==> config.mk <==
export PLATFORM = sky130hd
export DESIGN_NAME = calc_control
export DESIGN_NICKNAME = d
export VERILOG_FILES = /design/src/rtl/calc_pkg.sv /design/src/rtl/seq_mult.sv /design/src/rtl/calc_control.sv
export SDC_FILE = /design/constraint.sdc
export NUM_CORES = 1
export LEC_CHECK = 0
export ABC_AREA = 1
export ABC_CLOCK_PERIOD_IN_PS = 2500
export CORE_ASPECT_RATIO = 1.25
export CORE_MARGIN = 2
export CORE_UTILIZATION = 45
export CTS_BUF_LIST = sky130_fd_sc_hd__clkbuf_8
export CTS_CLUSTER_DIAMETER = 40
export DETAILED_ROUTE_END_ITERATION = 8
export PLACE_DENSITY = 0.78
export SLEW_MARGIN = 20
export SYNTH_ARGS = -nofsm -noshare
export SYNTH_HDL_FRONTEND = slang
export SYNTH_SLANG_ARGS = --single-unit
==> constraint.sdc <==
create_clock -name CLK -period 2.5 [get_ports CLK]
set_input_delay 0.25 -clock CLK [delete_from_list [all_inputs] [get_ports CLK]]
set_output_delay 0.25 -clock CLK [all_outputs]
set_load 0.02 [all_outputs]
Figure 1. Met2 routing (run 1).
Bar = 20 um.
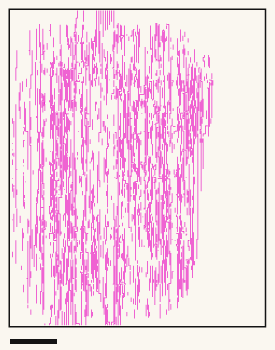
main direction: vertical
longest straight run: 67.3 um
met2 Track Usage GR: 39.6%
DR vias: 5,848
routed wire length: 16,300 um

Figure 2. Metal layers overlaid (run 1).
Bar = 20 um. Two of the layers only.
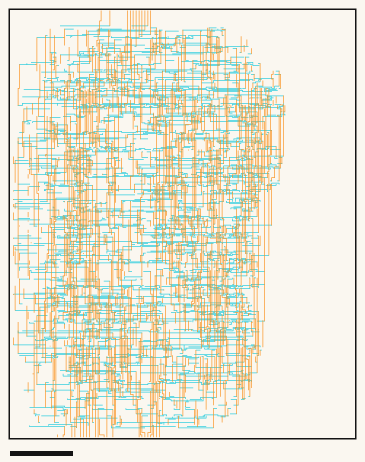
legend:
  orange:
    layer: met2
    wire_length: 8,030 um
  cyan:
    layer: met1
    wire_length: 6,950 um
routed length per instance: 14.5 um
GRT Resource Usage Total: 23.5%

Figure 3. The metal 3 layer (run 1).
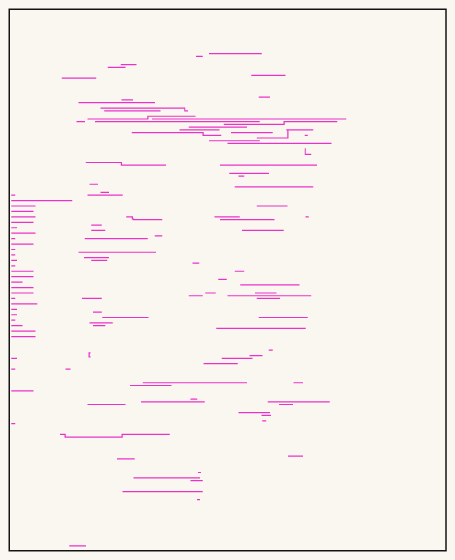
longest straight run: 48.3 um
nets with wire on the layer: 94
main direction: horizontal
wire length on this layer: 964 um
met3 Use GR: 3.62%

Figure 4. PDN straps and rails (run 1).
Bar = 20 um. Pins as bars on the die edge.
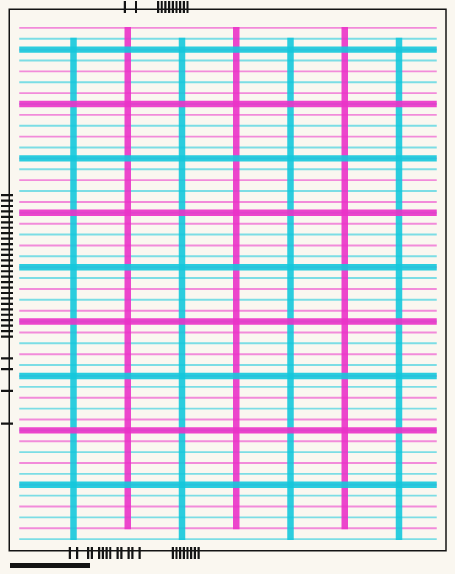
legend:
  magenta:
    net: VDD
  cyan:
    net: VSS
met1 rails: 48
met5 straps: 9
Die W: 109 um
worst vdd ir: 400 uV
Core Region: 0.0133 sq mm
die height: 135 um

==> impl_metrics.tcl, run 1 <==
# implementation run metrics
set metrics [dict create \
    critical-path-top-delay-family "adder cells" \
    slowest_stage "fa_1" \
    top_layer_used "met4" \
    use_met1_pct 30.4 \
    power_uw 3260 \
    synth_area_sq_mm 0.00618 \
    power.density_mw_per_mm2 460 \
    fin_util_pct 53.2 \
    wl_met1_um 6950 \
    leakagePower_uw 0.00351 \
    fmax_mhz 440 \
    inverters 153 \
    top_logic_kind "simple AND/OR/NAND/NOR gates" \
    dp.cells 1109 \
    synth-warning-count 0 \
    synth_top_area_share_pct 33.2 \
    seq_power_share_pct 44.8 \
    largest_cell_class "multi-input combinational cells" \
    grt_max_degree 57 \
    ios 63 \
    htreeDepth 3 \
    synth-simple-area-share_pct 27.2 \
    row_count 47 \
    syn_to_final_growth_pct 14.8 \
    synthAoiAreaFrac_pct 14.8 \
    logic_area_sq_mm 0.00329 \
    layout.nets 1027 \
    p_comb_uw 995 \
    synth_area_leader_cell "dfrtp_1" \
    buffers_excl_clock 79 \
    hold_violations 0 \
    post-route-drc-count 0 \
    r2r_slack_ns 0.23 \
    maxCapViolations 0 \
    fa_ha_area_share_pct 11.0 \
    worstPathRequired_ns 2.73 \
    fin_ws_ns 0.229 \
    met3_length_um 964 \
    synth_flop_count 83 \
    avgViaCountPerCell 5.20 \
    cp.depth 12 \
    postSynthAreaPerCell_sq_um 6.84 \
    syn_inst 903 \
    grt_pass1_vias 5682 \
    fin_tns_setup_ns 0 \
    swShare_pct 35.6 \
    path_buffers 2 \
    min_period_ns 2.27 \
    cts_hold_buffers 1 \
    n_fill_cell 1266 \
    max_slew.worst_pin.slew_ns 0.509 \
    worstRegToRegCells 12 \
    fin_cells 1125 \
    cp_cell_sequence "ha_1 > inv_1 > fa_1 > inv_1 > nand3_1 > nand3_2 > a21oi_1 > or2_1 > nand3_1 > nand3_1 > o21ai_1 > a21oi_1" \
    comb-cell-share_pct 46.4 \
    cts_tree "yes" \
    status "completed" \
    setup_viol 0 \
    overflow 0 \
    p_comb_share_pct 30.5 \
    cp-start-kind "flop" \
    n_antenna_cell 0 \
    grt-busiest-layer "met2" \
    cts_sinks 83 \
    chipArea_sq_mm 0.0147 \
    place_area_sq_mm 0.00692 \
    power.group.top "sequential cells" \
    initial_utilization_pct 46.3 \
    antenna_found_initial 0 \
    yosys_cells 903 \
    flop_area_sq_mm 0.00208 \
    timing.hold.ws_ns 0.377 \
    powerClk_uw 806 \
    ff_count 83 \
    cts_root_buf "clkbuf_8" \
    internal_power_uw 2100 \
    synth.most_common_cell "nand2_1" \
    clk_share_pct 2.24 \
]
Figure 5. Clock nets (run 1).
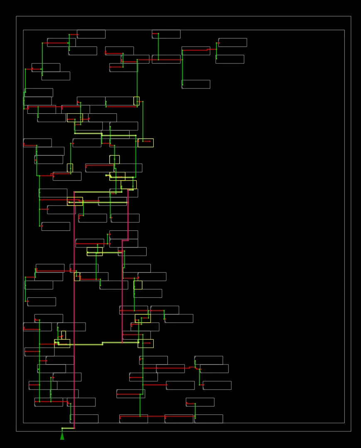

==> inputs of run 2 (changes only) <==
GPL_TIMING_DRIVEN = 0   (was default)
Figure 6. Clock nets (run 2).
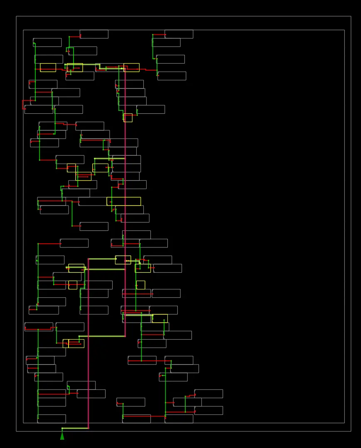
total CTS buffers: 9
Fin Clk Skew: 0.0119 ns
clk_lat worst skew: 0.37 ns
flop count: 83

Figure 7. PDN straps and rails (run 2).
Bar = 20 um. Pins as bars on the die edge.
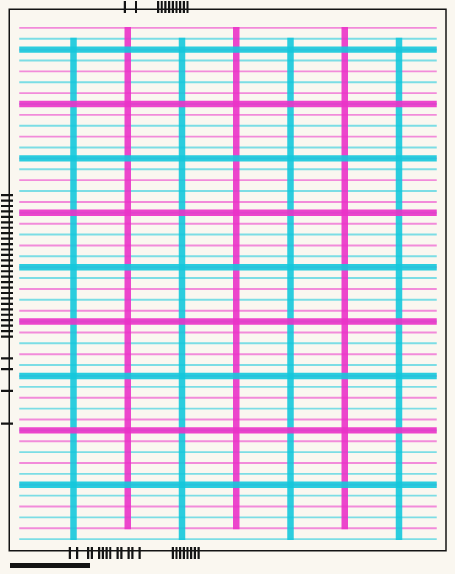
legend:
  cyan:
    net: VSS
  magenta:
    net: VDD
met1 rails: 48
rows: 47
met5 straps: 9
worst vdd ir: 535 uV

Figure 8. Metal layers overlaid (run 2).
Bar = 20 um. Two of the layers only.
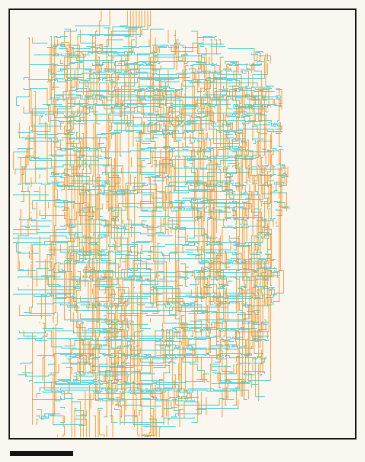
legend:
  cyan:
    layer: met1
    wire_length: 7,220 um
  orange:
    layer: met2
    wire_length: 8,280 um
routed wire length: 17,000 um
GRT Resource Usage Total: 24.1%

==> run 2 against run 1 <==
Net effect: sequential power barely moved; cell area rose by 2.3%; wire length rose by 4.1%; sequential cell count did not move; synthesized cell count did not move; core utilization rose by 1.2 points; die size did not move; worst setup slack got worse by 0.094 ns; synthesized area did not move; largest power group unchanged.
==> impl_metrics.tcl, run 2 <==
# implementation run metrics
set metrics [dict create \
    cp-start-kind "flop" \
    grtUsageMet2_pct 41.3 \
    power.density_mw_per_mm2 474 \
    n_antenna_cell 0 \
    seq_power_share_pct 42.6 \
    p_comb_share_pct 29.4 \
    flop_area_sq_mm 0.00208 \
    top_logic_kind "simple AND/OR/NAND/NOR gates" \
    grt_pass1_wl_um 27600 \
    hold_violations 0 \
    layout-drive-gt1-share_pct 6.50 \
    fa_ha_area_share_pct 11.0 \
    logic_area_sq_mm 0.00328 \
    wl_met1_um 7220 \
    ios 63 \
    comb-cell-share_pct 45.2 \
    synthAoiAreaFrac_pct 14.8 \
    grt_max_degree 60 \
    use_met1_pct 30.5 \
    status "completed" \
    xor_share_pct 0 \
    clk_share_pct 2.79 \
    cts_tree "yes" \
    buffers_excl_clock 108 \
    fmax_mhz 423 \
    swShare_pct 34.8 \
    internal_power_uw 2240 \
    grt_pass1_vias 5745 \
    htreeDepth 3 \
    synth_top_area_share_pct 33.2 \
    synth_area_leader_cell "dfrtp_1" \
    avgViaCountPerCell 5.14 \
    die_y_um 135 \
    syn_to_final_growth_pct 17.5 \
    wl_per_cell_um 14.7 \
    grt-busiest-layer "met2" \
    slowest_stage "fa_1" \
    powerSeq_uw 1460 \
    max_slew.worst_pin.slew_ns 0.591 \
    synth-warning-count 0 \
    worstRegToRegCells 12 \
    layout.nets 1056 \
    p_comb_uw 1010 \
    min_period_ns 2.36 \
    vias 5939 \
    power.group.top "sequential cells" \
    synth_area_sq_mm 0.00618 \
    largest_cell_class "multi-input combinational cells" \
    path_buffers 3 \
    post-route-drc-count 0 \
    cp.depth 12 \
    yosys_cells 903 \
    worstPathRequired_ns 2.75 \
    place_area_sq_mm 0.00704 \
    overflow 0 \
    cp_cell_sequence "inv_1 > ha_1 > inv_1 > fa_1 > o21ai_0 > a21oi_1 > nor3_1 > nand2_1 > nand2_1 > nand3_1 > o21ai_0 > inv_1" \
    maxCapViolations 0 \
    slew_headroom_pct 60.6 \
    fin_ws_ns 0.136 \
    fin_tns_setup_ns 0 \
    synth.most_common_cell "nand2_1" \
    n_fill_cell 1260 \
    power_uw 3440 \
    synth-simple-area-share_pct 27.2 \
    cts_root_buf "clkbuf_8" \
    met3_length_um 931 \
    fin_util_pct 54.4 \
    grtUsageMet3_pct 2.90 \
    top_layer_used "met4" \
    fp.dieW_um 109 \
    edf_count 0 \
    postSynthAreaPerCell_sq_um 6.84 \
    powerClk_uw 966 \
    initial_utilization_pct 46.3 \
    p_clk_share_pct 28.1 \
    r2r_slack_ns 0.14 \
    ys_seq_share_pct 33.6 \
    row_count 47 \
    cts_sinks 83 \
    timing.hold.ws_ns 0.322 \
    setup_viol 0 \
    syn_inst 903 \
    leakagePower_uw 0.00359 \
    fin_cells 1155 \
    synth_flop_count 83 \
    chipArea_sq_mm 0.0147 \
    design.core.area_sq_mm 0.0133 \
    critical-path-top-delay-family "simple AND/OR/NAND/NOR gates" \
    inverters 153 \
    drt_pass1_iterations 5 \
]
Power is estimated from default activity; no workload was simulated.
